Clock routing:
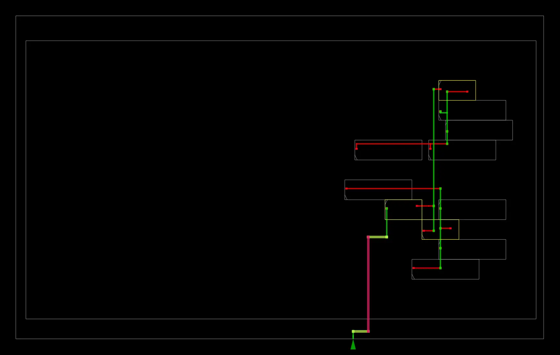
Signal wires on met3:
Drawn at 8 px/um. Cells faint in the background.
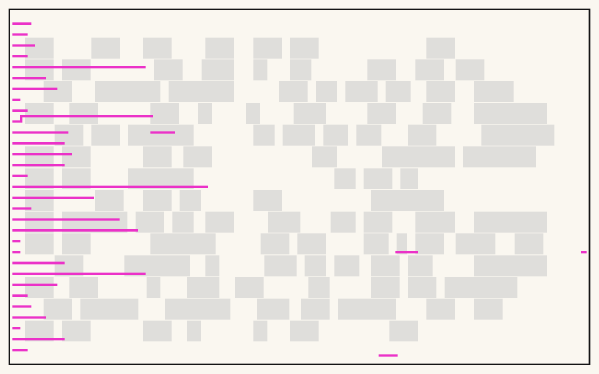
Metal 1:
Drawn at 4 px/um. Supply wires on this layer in grey.
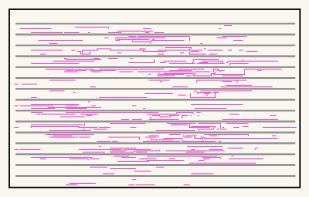
Design pc_new_mux, sky130hd; sources not shown.
==> results_dict.tcl <==
# metrics dict for downstream scripts
set metrics [dict create \
    cp.depth 5 \
    tap_cells 40 \
    start_kind "input port" \
    fp-row-count 14 \
    period_minus_slack_ps 2330 \
    grt_use_total_pct 17.3 \
    aoi_share_pct 12.3 \
    instances_no_fill 155 \
    critPathBufInv 3 \
    drc_errors 0 \
    wl_met3_um 199 \
    layout.nets 163 \
    crit_fanout 8 \
    power.internal_uw 432 \
    inv_count 1 \
    num-nonclk-buffers 70 \
    p_per_area_nw_per_um2 446 \
    syn_area_um2 653 \
    ioPinCount 62 \
    power.total_uw 619 \
    setup_viol 0 \
    clock_area_share_pct 2.98 \
    firstDrtPassIters 4 \
    chipArea_um2 3200 \
    post-cts-setup-buffer-count 0 \
    post_dp_cell_area_um2 1380 \
    logic_gate_count 33 \
    end_kind "output pin" \
    seq_area_share_pct 14.4 \
    die_height_um 44.2 \
    mux_share_pct 41.4 \
    lay_top_count "clkdlybuf4s50_1" \
    ys_chip_area_um2 653 \
    comb_area_um2 427 \
    gr-usage-met2_pct 25.6 \
    flop_cell "dfrtp_1" \
    grt_setup_unrepaired "no" \
    enable_flop_cells 0 \
    portBuffers 61 \
    drv_slew 0 \
    path_clk_slew_ps 40 \
    reg2reg_setup_slack_ps 1330 \
    wl_per_cell_um 16.1 \
    fin_crit_sh_pct 97.1 \
    setup_tns_ps 0 \
    core_area_um2 2660 \
    seqCellArea_um2 200 \
    seqPwrFrac_pct 26.4 \
    comb_share_pct 30.7 \
    grt_busiest_layer "met2" \
    pre_cts_slack_ps -350 \
    yosys_warnings 0 \
    synthTopCellsByArea "dfrtp_1, mux4_2, mux2_2, a221o_1, and3b_1" \
    wl_met2_mm 1.09 \
    h-tree-depth 1 \
    simple_gate_share_pct 11.7 \
    ys_ff 8 \
    clk-power_uw 153 \
    outcome "finished clean" \
    pg_comb_uw 302 \
    fp_util_pct 24.5 \
    slowest_delay_ps 540 \
    avgSynthCellArea_um2 14.2 \
    grt_pass1_wl_mm 4.14 \
    crit_arrival_ps 1890 \
    worstMarginPinSlew_ps 333 \
    cts_tree "built" \
    top_area_cell "dfrtp_1" \
    finalHoldViolCount 0 \
    via_per_inst 4.68 \
    reg2regPathDepth 1 \
    ys_types 10 \
    slew_headroom_pct 77.7 \
    maxCapViolations 0 \
    power_frac_comb_pct 48.8 \
    clock_buffers 3 \
    synthArstFlopShare_pct 100 \
    top_layer "met4" \
    grt_pass1_vias 836 \
]
About 'clock routing':
clk latency late pin: 220 ps
Flops: 8
Num CTS Buffers: 3
clk sink count: 8

About 'signal wires on met3':
share of all routed wire = 8.0%
wire length on this layer = 199 um
nets with wire on the layer = 34
final wirelength: 2.50 mm
via count: 725
met3 usage: 5.01%

About 'metal 1':
main direction = horizontal
wire length on this layer = 1190 um
nets with wire on the layer = 135
share of all routed wire = 48%
M1 GR Usage: 24.7%

